`src/rtl/mole_spawn_scheduler.sv`:
```
// Purpose : schedules a random gap, raises one mole for a bounded number of ticks, reports hit or miss.
// Latency : all outputs registered; score_pulse/miss_pulse rise 1 cycle after the deciding hit/tick is sampled.
// Backpr. : none; enable=0 drops to IDLE at the next edge, clearing the mole with no pulses.
//
// Ports
//   clk, rst     system clock, synchronous active-high reset
//   enable       game running; low forces IDLE
//   tick         one-cycle game-rate strobe
//   rnd          5-bit LFSR word, sampled when a gap is loaded or a hole is chosen
//   hit          per-hole whack inputs (level)
//   mole         one-hot visible mole, zero when none is up
//   hole_idx     index of the current or last mole
//   score_pulse  one-cycle pulse on a successful hit
//   miss_pulse   one-cycle pulse when a mole expires unhit
//   hit_cnt      total hits, wraps 255 -> 0
//
// Build option: define SPEEDUP_EN to shorten the up time by one tick every 4th
// hit, saturating at MIN_UP. Without it the up time is always UP_TICKS.

module mole_spawn_scheduler #(
    parameter int N_HOLES  = 9,
    parameter int UP_TICKS = 6,
    parameter int GAP_MIN  = 1,
    parameter int MIN_UP   = 2
) (
    input  logic               clk,
    input  logic               rst,
    input  logic               enable,
    input  logic               tick,
    input  logic [4:0]         rnd,
    input  logic [N_HOLES-1:0] hit,
    output logic [N_HOLES-1:0] mole,
    output logic [3:0]         hole_idx,
    output logic               score_pulse,
    output logic               miss_pulse,
    output logic [7:0]         hit_cnt
);

    typedef enum logic [1:0] {
        S_IDLE   = 2'd0,
        S_GAP    = 2'd1,
        S_UP     = 2'd2,
        S_RESULT = 2'd3
    } state_t;

    localparam logic [3:0]         UP_LEN_RST = 4'(UP_TICKS);
    localparam logic [3:0]         GAP_BASE   = 4'(GAP_MIN);
    localparam logic [4:0]         HOLES_W    = 5'(N_HOLES);
    localparam logic [3:0]         LAST_IDX   = 4'(N_HOLES - 1);
    localparam logic [N_HOLES-1:0] ONE_HOT0   = {{(N_HOLES-1){1'b0}}, 1'b1};

    state_t             state, state_nxt;
    logic [3:0]         gap_cnt, gap_cnt_nxt;
    logic [3:0]         up_cnt, up_cnt_nxt;
    logic [3:0]         up_len;
    logic [3:0]         last_hole, last_hole_nxt;
    logic [N_HOLES-1:0] mole_nxt;
    logic [3:0]         hole_idx_nxt;
    logic               score_nxt, miss_nxt;
    logic [7:0]         hit_cnt_nxt;

    // Gap length for the next wait, taken from the top two LFSR bits.
    logic [3:0] gap_load;
    assign gap_load = {2'b00, rnd[4:3]} + GAP_BASE;

    // Hole choice: rnd mod N_HOLES, bumped by one (with wrap) when it would
    // repeat the previous hole so the same hole never appears twice in a row.
    logic [3:0] pick_raw;
    logic [3:0] pick;
    assign pick_raw = 4'(rnd % HOLES_W);

    always_comb begin
        pick = pick_raw;
        if (pick_raw == last_hole) begin
            pick = (pick_raw == LAST_IDX) ? 4'd0 : pick_raw + 4'd1;
        end
    end

    logic mole_struck;
    assign mole_struck = |(hit & mole);

    // Next-state and next-output logic.
    always_comb begin
        state_nxt     = state;
        gap_cnt_nxt   = gap_cnt;
        up_cnt_nxt    = up_cnt;
        last_hole_nxt = last_hole;
        mole_nxt      = mole;
        hole_idx_nxt  = hole_idx;
        score_nxt     = 1'b0;
        miss_nxt      = 1'b0;
        hit_cnt_nxt   = hit_cnt;

        if (!enable) begin
            state_nxt = S_IDLE;
            mole_nxt  = '0;
        end else begin
            case (state)
                S_IDLE: begin
                    state_nxt   = S_GAP;
                    gap_cnt_nxt = gap_load;
                end
                S_GAP: begin
                    if (tick) begin
                        // <=1 rather than ==1 so a zero count can never stall the game.
                        if (gap_cnt <= 4'd1) begin
                            state_nxt     = S_UP;
                            mole_nxt      = ONE_HOT0 << pick;
                            hole_idx_nxt  = pick;
                            last_hole_nxt = pick;
                            up_cnt_nxt    = up_len;
                        end else begin
                            gap_cnt_nxt = gap_cnt - 4'd1;
                        end
                    end
                end
                S_UP: begin
                    // A hit wins over expiry on the same cycle.
                    if (mole_struck) begin
                        state_nxt   = S_RESULT;
                        mole_nxt    = '0;
                        score_nxt   = 1'b1;
                        hit_cnt_nxt = hit_cnt + 8'd1;
                    end else if (tick) begin
                        if (up_cnt <= 4'd1) begin
                            state_nxt = S_RESULT;
                            mole_nxt  = '0;
                            miss_nxt  = 1'b1;
                        end else begin
                            up_cnt_nxt = up_cnt - 4'd1;
                        end
                    end
                end
                S_RESULT: begin
                    // tick is deliberately ignored here.
                    state_nxt   = S_GAP;
                    gap_cnt_nxt = gap_load;
                end
                default: begin
                    state_nxt = S_IDLE;
                    mole_nxt  = '0;
                end
            endcase
        end
    end

    always_ff @(posedge clk) begin
        if (rst) begin
            state       <= S_IDLE;
            gap_cnt     <= '0;
            up_cnt      <= '0;
            last_hole   <= '0;
            mole        <= '0;
            hole_idx    <= '0;
            score_pulse <= 1'b0;
            miss_pulse  <= 1'b0;
            hit_cnt     <= '0;
        end else begin
            state       <= state_nxt;
            gap_cnt     <= gap_cnt_nxt;
            up_cnt      <= up_cnt_nxt;
            last_hole   <= last_hole_nxt;
            mole        <= mole_nxt;
            hole_idx    <= hole_idx_nxt;
            score_pulse <= score_nxt;
            miss_pulse  <= miss_nxt;
            hit_cnt     <= hit_cnt_nxt;
        end
    end

`ifdef SPEEDUP_EN
    // Every 4th hit (count landing on a multiple of 4) shortens the next moles.
    localparam logic [3:0] MIN_LEN = 4'(MIN_UP);
    logic [3:0] up_len_nxt;
    logic       speed_step;
    assign speed_step = score_nxt && (hit_cnt_nxt[1:0] == 2'b00);

    always_comb begin
        up_len_nxt = up_len;
        if (speed_step && (up_len > MIN_LEN)) begin
            up_len_nxt = up_len - 4'd1;
        end
    end

    always_ff @(posedge clk) begin
        if (rst) begin
            up_len <= UP_LEN_RST;
        end else begin
            up_len <= up_len_nxt;
        end
    end
`else
    assign up_len = UP_LEN_RST;
`endif

endmodule

```
`config.mk`:
```
export PLATFORM = sky130hd
export DESIGN_NAME = mole_spawn_scheduler
export DESIGN_NICKNAME = d
export VERILOG_FILES = /design/src/rtl/mole_spawn_scheduler.sv
export SDC_FILE = /design/constraint.sdc
export NUM_CORES = 1
export LEC_CHECK = 0
export ABC_AREA = 1
export CAP_MARGIN = 40
export CORE_MARGIN = 2
export CORE_UTILIZATION = 58
export CTS_BUF_LIST = sky130_fd_sc_hd__clkbuf_4
export CTS_CLUSTER_DIAMETER = 40
export DETAILED_ROUTE_END_ITERATION = 10
export MAX_ROUTING_LAYER = met4
export PLACE_DENSITY = 0.87
export SETUP_SLACK_MARGIN = 0.4
export SYNTH_ARGS = -nofsm -noshare
export SYNTH_HDL_FRONTEND = slang
export SYNTH_SLANG_ARGS = --single-unit
```
`constraint.sdc`:
```
create_clock -name clk -period 5 [get_ports clk]
set_input_delay 0.5 -clock clk [delete_from_list [all_inputs] [get_ports clk]]
set_output_delay 0.5 -clock clk [all_outputs]
set_load 0.02 [all_outputs]
```
==> flow_metrics.env, run 1 <==
# implementation run metrics
export IMPL_ff_type="dfxtp_1"
export IMPL_ioPinCount=41
export IMPL_status="finished clean"
export IMPL_clock_root_buffer="clkbuf_4"
export IMPL_critPathTopFamily="simple AND/OR/NAND/NOR gates"
export IMPL_layout_top_cells="nand2_1 (65), clkdlybuf4s50_1 (40), inv_1 (37)"
export IMPL_r2r_cells=11
export IMPL_hold_buffers=0
export IMPL_ys_cells=305
export IMPL_max_stage_delay_ns=0.51
export IMPL_fin_crit_sh_pct=52.9
export IMPL_worst_pin_slew_ns=0.649
export IMPL_r2r_setup_slack_ns=2.82
export IMPL_dieArea_mm2=0.00408
export IMPL_crit_fanout=6
export IMPL_max_slew_margin_pct=56.4
export IMPL_cts_max_level=2
export IMPL_setup_viol=0
export IMPL_fp_nets=332
export IMPL_grt_max_degree=13
export IMPL_clock_latency_ns=0.34
export IMPL_timing_rr_start="gap_cnt[0]$_SDFFE_PP0P_"
export IMPL_cp_end_kind="flop"
export IMPL_firstDrtPassIters=4
export IMPL_grt_pass1_vias=1953
export IMPL_clock_path_buffers=2
export IMPL_drc=0
export IMPL_post_cts_buffers=0
export IMPL_antenna_found_initial=0
export IMPL_holdCritPathClass="reg2reg"
export IMPL_slew_violations=0
export IMPL_avgSynthCellArea_um2=6.82
export IMPL_timing_critical_path_mode_cell="nand2_2"
export IMPL_drtIter0Drc=57
export IMPL_cp_required_ns=5.28
export IMPL_synth_cell_type_count=36
export IMPL_rr_endpoint="up_cnt[2]$_SDFFE_PP0P_"
export IMPL_ys_seq_share_pct=31.8
export IMPL_worstPathArrival_ns=2.92
export IMPL_mostFrequentLayoutCell="nand2_1"
export IMPL_warnings=29
export IMPL_finClkSkew_ns=0.0109
export IMPL_powerDensity_mw_per_mm2=240
export IMPL_startpoint_type="primary input"
export IMPL_layout_nets=376
export IMPL_cp_slowest_cell="clkdlybuf4s50_1"
export IMPL_layout_drive_gt1_share_pct=12.3
export IMPL_path_class="in2reg"
export IMPL_netlist_area_mm2=0.00208
export IMPL_fin_crit_ns=2.64
export IMPL_route_antenna_remaining_nets=0
export IMPL_synth_edff_count=0
export IMPL_routabilityCongestion=0.911
export IMPL_clk_pin_slew_ns=0.10
export IMPL_max_clock_freq_ghz=0.378
export IMPL_holdCritStartpoint="mole[1]$_SDFFE_PP0P_"
export IMPL_setup_ws_ns=2.36
export IMPL_drv_cap=0
export IMPL_ys_async_sr_fraction_pct=0
export IMPL_cellLeakagePower_nw=1.08
export IMPL_final_hold_violation_count=0
export IMPL_path_buffers=4
export IMPL_fp_util_pct=61.4
-- run 1: report_power, final --
group | internal, mW | switching (mW) | total, mW
logic | 0.0722 | 0.121 | 0.193
registers | 0.273 | 0.00657 | 0.280
clock network | 0.0508 | 0.0938 | 0.145
total | 0.396 | 0.222 | 0.618
-- run 1: synth_stat cells, types with 2 or more instances --
cell      instances  area [µm²]
nand2_1          65         244
inv_1            37         139
dfxtp_1          33         661
a21oi_1          30         150
nand3_1          25         125
nor2_1           19        71.3
o21ai_0          14        70.1
nand2_2          12        75.1
inv_2            10        37.5
ha_1              9         113
nand4_1           5        31.3
nand2_4           4        45.0
nor2_4            4        45.0
clkbuf_1          3        11.3
nand3_2           3        30.0
nor3_1            3        15.0
xnor2_1           3        26.3
a211oi_1          2        15.0
a22o_1            2        17.5
nor2_2            2        12.5
nor4_1            2        12.5
o21a_1            2        15.0
o21ai_1           2        10.0
xor2_1            2        17.5
-- run 1: tightest hold or removal path: stages, from the launching register on --
cell     delay, ns
dfxtp_1       0.33
nand2_1       0.06
a21oi_1       0.06
-- run 1: cell type report --
cell class              count  area [µm²]
well taps                  46        57.6
multi-input cells         221        1230
fillers                   280         813
flip-flops and latches     33         661
clock buffers               5        37.5
clock inverters             3        12.5
repair buffers             40         400
inverters                  48         180
-- run 1: metrics by stage --
step | utilization, % | cells | cell area (µm²) | total power, mW | hold WS (ns)
detailed placement | 74.5 | 388 | 2530 | 0.478 | 0.473
floorplan | - | 305 | 2080 | 0.430 | 0.451
global placement | 74.5 | 388 | 2530 | 0.474 | 0.463
finish | 76.0 | 396 | 2580 | 0.618 | 0.488
global route | 76.0 | 396 | 2580 | 0.657 | 0.504
CTS | 76.0 | 396 | 2580 | 0.620 | 0.486
-- run 1: flip-flops by register name, indices dropped and copies added, names as in the netlist --
name	cells
gap_cnt	4
hit_cnt	8
last_hole	4
miss_pulse	1
mole	9
score_pulse	1
state	2
up_cnt	4
-- run 1: per-layer routing --
metal	up-vias	global-route usage, %	wire length (µm)
li1	1086	-	-
met1	913	28.7	2010
met2	57	42.7	2130
met3	8	4.58	234
met4	0	10.3	85
met5	-	-	0
-- run 1: cell families (layout without fill, tap and decap cells) --
| kind of cell | Yosys count | count (layout) | synth area share (%) |
|---|---|---|---|
| AOI/OAI and AO/OA | 59 | 59 | 15.9 |
| xor gates and xnor gates | 5 | 5 | 2.11 |
| adders and majority gates | 9 | 9 | 5.42 |
| buffers and inverters | 51 | 96 | 9.21 |
| DFF | 33 | 33 | 31.8 |
| and+or+nand+nor | 148 | 148 | 35.6 |
-- run 1: worst max path at each step --
stage                      start                    to  slack, ns  cells past startpoint
after floorplan           rnd[1]  mole[6]$_SDFFE_PP0P_       2.77                     19
after global placement    rnd[1]  mole[6]$_SDFFE_PP0P_       2.07                     20
after detailed placement  rnd[1]  mole[6]$_SDFFE_PP0P_       1.98                     20
after CTS                 rnd[1]  mole[6]$_SDFFE_PP0P_       2.35                     20
after global routing      rnd[1]  mole[2]$_SDFFE_PP0P_       2.10                     20
final                     rnd[1]  mole[6]$_SDFFE_PP0P_       2.36                     20
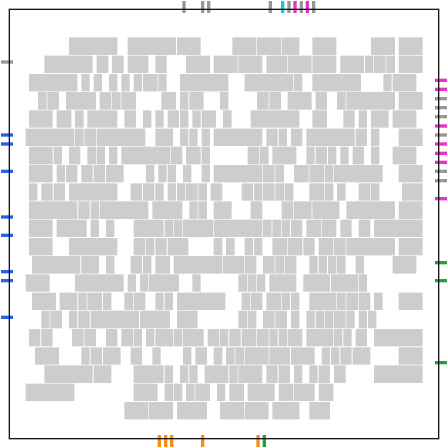
*I/O pins on the die edge, run 1*
Pins as bars across the die edge, other pins in gray.
legend:
  cyan:
    port: score_pulse
    pins: 1
    direction: output
    edge: north
  green:
    port: hole_idx
    pins: 4
    direction: output
    edge: 3 east, 1 south
  blue:
    port: hit_cnt
    pins: 8
    direction: output
    edge: west
  magenta:
    port: mole
    pins: 9
    direction: output
    edge: 7 east, 2 north
  orange:
    port: rnd
    pins: 5
    direction: input
    edge: south
I/O Buffers: 40
die width: 63.9 µm
Die Span Y: 63.9 µm

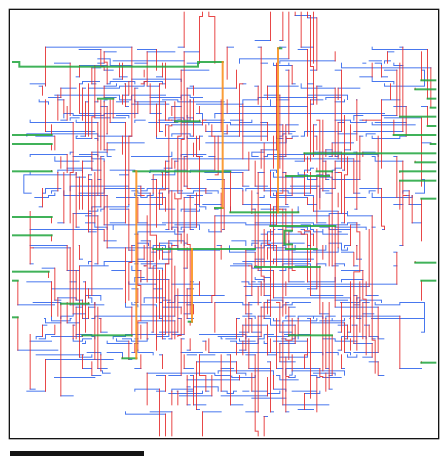
*Signal wires by layer, run 1*
The bar under the picture is 20 µm long.
legend:
  blue:
    layer: metal 1
    wire_length: 2010 µm
  red:
    layer: metal 2
    wire_length: 2130 µm
  green:
    layer: metal 3
    wire_length: 235 µm
  orange:
    layer: metal 4
    wire_length: 85.0 µm
routed wire length: 4460 µm
WL per Instance: 11.3 µm
via count: 2064
GRT Overall Usage: 25.0%

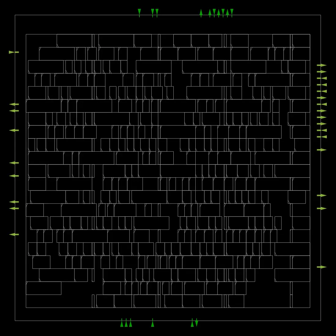
*Placed standard cells, run 1*
core box area: 0.00339 mm²
Flops: 33
row count: 21
final core utilization: 76.0%
final cell count without fillers: 396

### Wires at chosen ports, followed through buffers, run 1

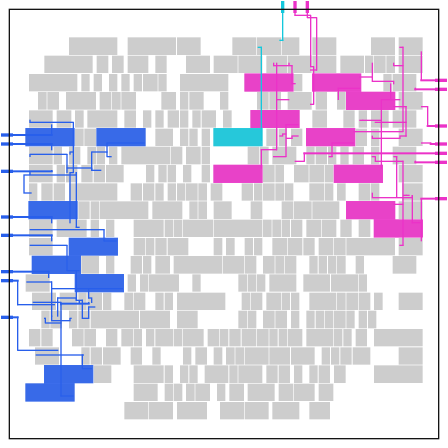

==> run 1 -> run 2 <==
Settings changed: CORE_UTILIZATION 58 to 48, PLACE_DENSITY 0.87 to 0.77.
Clock period 5 ns to 2.4 ns, I/O delays scaled along.
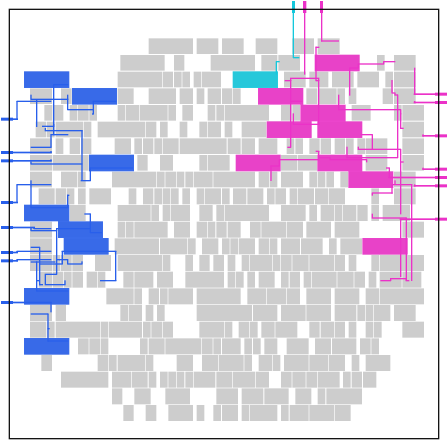
*Wires at chosen ports, followed through buffers, run 2*
legend:
  cyan:
    port: score_pulse
    bits: 1
    direction: output
    end_cells: 1
    buffers: 1
    wire: 10.9 µm
  magenta:
    port: mole
    bits: 9
    direction: output
    end_cells: 9
    buffers: 9
    wire: 243 µm
  blue:
    port: hit_cnt
    bits: 8
    direction: output
    end_cells: 8
    buffers: 8
    wire: 238 µm

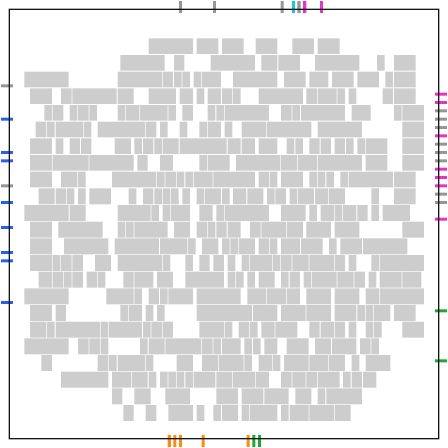
*I/O pins on the die edge, run 2*
Pins as bars across the die edge, other pins in gray.
legend:
  green:
    port: hole_idx
    pins: 4
    direction: output
    edge: 2 south, 2 east
  cyan:
    port: score_pulse
    pins: 1
    direction: output
    edge: north
  blue:
    port: hit_cnt
    pins: 8
    direction: output
    edge: west
  magenta:
    port: mole
    pins: 9
    direction: output
    edge: 7 east, 2 north
  orange:
    port: rnd
    pins: 5
    direction: input
    edge: south
all pins by edge: 17 east, 10 west, 7 north, 7 south
Die Span Y: 69.8 µm
die width: 69.8 µm

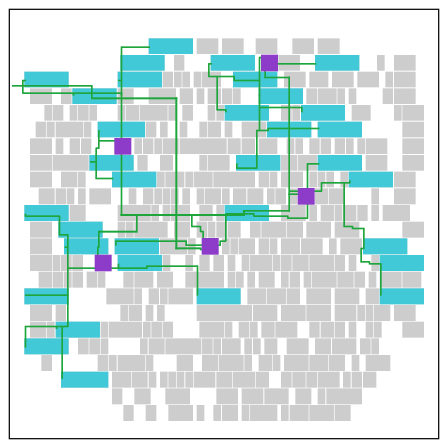
*Routed clock nets over the placement, run 2*
legend:
  cyan:
    item: flip-flops
    count: 33
  purple:
    item: clock drivers
    count: 5
  green:
    item: clock wires
    length: 436 µm
routed clock nets: 6

==> run 2 against run 1 <==
Compared with the run above: count of clock-buffer cells in the layout is 1 higher; clock skew is 0.0040 ns higher; clock power is 110% higher.
==> flow_metrics.env, run 2 <==
# implementation run metrics
export IMPL_p_sw_share_pct=36.3
export IMPL_clock_sinks=33
export IMPL_largest_register_ffs=9
export IMPL_grt_pass1_wl_um=8650
export IMPL_whs_ns=0.485
export IMPL_fin_crit_ns=1.91
export IMPL_crit_fanout=5
export IMPL_viasPerCell=5.36
export IMPL_layout_top_cells="nand2_1 (56), clkdlybuf4s50_1 (35), inv_1 (33)"
export IMPL_ioPinCount=41
export IMPL_rsz0062_at_grt="false"
export IMPL_gr_total_overflow=0
export IMPL_clock_root_buffer="clkbuf_4"
export IMPL_setup_viol=0
export IMPL_synth_cell_type_count=36
export IMPL_tns_ns=0
export IMPL_ys_cells=305
export IMPL_dieArea_mm2=0.00487
export IMPL_p_clk_share_pct=20.7
export IMPL_cp_required_ns=2.67
export IMPL_top_register="mole"
export IMPL_netlist_area_mm2=0.00208
export IMPL_mostFrequentLayoutCell="nand2_1"
export IMPL_layout_drive_gt1_share_pct=31.6
export IMPL_cellLeakagePower_nw=1.27
export IMPL_wirelength_um=5500
export IMPL_yosys_warnings=0
export IMPL_setup_ws_ns=0.488
export IMPL_finalPower_mw=1.44
export IMPL_combinationalPowerShare_pct=38.5
export IMPL_p_int_uw=915
export IMPL_cts_max_level=2
export IMPL_final_cell_area_mm2=0.00302
export IMPL_startpoint_type="primary input"
export IMPL_cts_tree="yes"
export IMPL_ys_async_sr_fraction_pct=0
export IMPL_status="finished clean"
export IMPL_synth_edff_count=0
export IMPL_cts_buffers=5
export IMPL_syn2layout_area_growth_pct=45.0
export IMPL_slew_violations=0
export IMPL_drtIter0Drc=157
export IMPL_layout_nets=401
export IMPL_p_seq_share_pct=40.7
export IMPL_top_regs="mole x9, hit_cnt x8"
export IMPL_synth_top_cell_area_share_pct=31.8
export IMPL_drc=0
export IMPL_firstDrtPassIters=5
export IMPL_grt_pass1_vias=2091
export IMPL_vdd_drop_max_mv=0.255
export IMPL_max_slew_margin_pct=71.5
export IMPL_post_place_ws_ns=-0.294
export IMPL_numSynthFlops=33
export IMPL_clock_path_buffers=2
export IMPL_antenna_found_initial=0
export IMPL_clock_latency_ns=0.34
export IMPL_holdCritPathClass="reg2reg"
export IMPL_yosys_top_cells_count="nand2_1 (65), inv_1 (37), dfxtp_1 (33)"
export IMPL_clk_pin_slew_ns=0.09
export IMPL_place_hpwl_um=3740
export IMPL_core_mm2=0.00409
export IMPL_drv_cap=0
export IMPL_max_clock_freq_ghz=0.523
export IMPL_vias=2272
export IMPL_topCellsByArea="dfxtp_1 (32%), nand2_1 (12%), a21oi_1 (7.2%)"
export IMPL_final_util_pct=73.8
export IMPL_cp_end_kind="flop"
export IMPL_avgSynthCellArea_um2=6.82
export IMPL_routabilityCongestion=0.886
export IMPL_grt_max_degree=13
export IMPL_top_area_cell="dfxtp_1"
export IMPL_finClkSkew_ns=0.0149
export IMPL_worstPathArrival_ns=2.18
export IMPL_post_place_cells=412
export IMPL_io_buffers=40
export IMPL_ys_seq_share_pct=31.8
export IMPL_route_antenna_remaining_nets=0
export IMPL_fillers=316
export IMPL_routedWlPerCell_um=13.0
export IMPL_grtUsageTotal_pct=21.9
export IMPL_antenna_cells=0
export IMPL_fin_crit_sh_pct=79.7
export IMPL_warnings=29
export IMPL_syn_inst=305
export IMPL_synth_most_common_cell="nand2_1"
export IMPL_p_sw_uw=521
export IMPL_fp_nets=332
export IMPL_rows=23
export IMPL_path_class="in2reg"
export IMPL_worst_pin_slew_ns=0.427
export IMPL_ff_type="dfxtp_1"
export IMPL_place_area_mm2=0.00268
export IMPL_fp_util_pct=50.9
export IMPL_final_cell_count_no_fill=424
export IMPL_powerDensity_mw_per_mm2=476
export IMPL_yosys_stat_area_mm2=0.00208
export IMPL_final_hold_violation_count=0
-- run 2: cell count changes in the layout (fill, tap and decap cells not counted), moves of 5 or more --
| cell | delta |
|---|---|
| a21oi_1 | -6 |
| a21oi_2 | +6 |
| buf_4 | +23 |
| clkdlybuf4s50_1 | -5 |
| nand2_1 | -9 |
| nand2_4 | +9 |
| nand3_1 | -8 |
| nand3_2 | +7 |
-- run 2: power by group through the flow --
stage / combinational [mW] / clock (mW) / sequential [mW]
2_1_floorplan: 0.295 / 0 / 0.599
3_3_place_gp: 0.436 / 0 / 0.595
3_5_place_dp: 0.444 / 0 / 0.596
4_1_cts: 0.473 / 0.307 / 0.584
5_1_grt: 0.607 / 0.325 / 0.588
6_report: 0.553 / 0.298 / 0.585
-- run 2: final cells by class --
cell class / instances / area (µm²) / share of cell area (%)
Multi-Input combinational cell: 221 / 1480 / 49.2
Inverter: 48 / 180 / 5.98
Sequential cell: 33 / 663 / 22.0
Clock buffer: 6 / 45.0 / 1.49
Tap cell: 50 / 62.6 / 2.07
Timing Repair Buffer: 65 / 578 / 19.2
Clock inverter: 1 / 3.75 / 0.124
-- run 2: critical path, cell delays in order --
cell and delay, ns:
clkbuf_2 0.10, buf_6 0.12, nor2_4 0.10, nand2_4 0.08, buf_6 0.12, nand3_4 0.08
o21ai_4 0.09, o21ai_2 0.18, nand2_1 0.10, nand2_1 0.09, nand2_2 0.07, nor2_4 0.15
nand2_4 0.12, nand2_4 0.11, nand2_4 0.08, a21oi_2 0.13, nand2_1 0.09, a21oi_2 0.12
-- run 2: layer usage --
metal	wire length [µm]	track usage (%)	up-vias
li1	-	-	1141
met4	98	7.26	0
met5	0	-	-
met1	2370	26.1	1049
met3	290	3.92	17
met2	2740	37.2	65
-- run 2: worst paths after layout --
path / start / endpoint / slack, ns / depth (start not counted)
max: rnd[2] / mole[6]$_SDFFE_PP0P_ / 0.49 / 18
min: hit_cnt[2]$_SDFFE_PP0P_ / hit_cnt[2]$_SDFFE_PP0P_ / 0.48 / 2
max reg2reg: gap_cnt[1]$_SDFFE_PP0P_ / up_cnt[3]$_SDFFE_PP0P_ / 0.57 / 9
min reg2reg: hit_cnt[2]$_SDFFE_PP0P_ / hit_cnt[2]$_SDFFE_PP0P_ / 0.48 / 2
-- run 2: repair_timing --
item / 4_1_cts / 5_1_grt
pin swaps: 7 / 26
hold buffers: 0 / 0
setup endpoints to repair: 15 / 22
buffers inserted: 1 / 4
gates resized: 23 / 56
-- run 2: cell families (layout without fill, tap and decap cells) --
group                      Yosys count  after routing  share of synthesized area [%]
buffers and inverters               51            120                           9.21
and+or+nand+nor                    148            148                           35.6
adders and majority gates            9              9                           5.42
DFF                                 33             33                           31.8
AOI/OAI and AO/OA                   59             59                           15.9
xor gates and xnor gates             5              5                           2.11
No activity file was given, so power comes from the tool's default toggle rates.
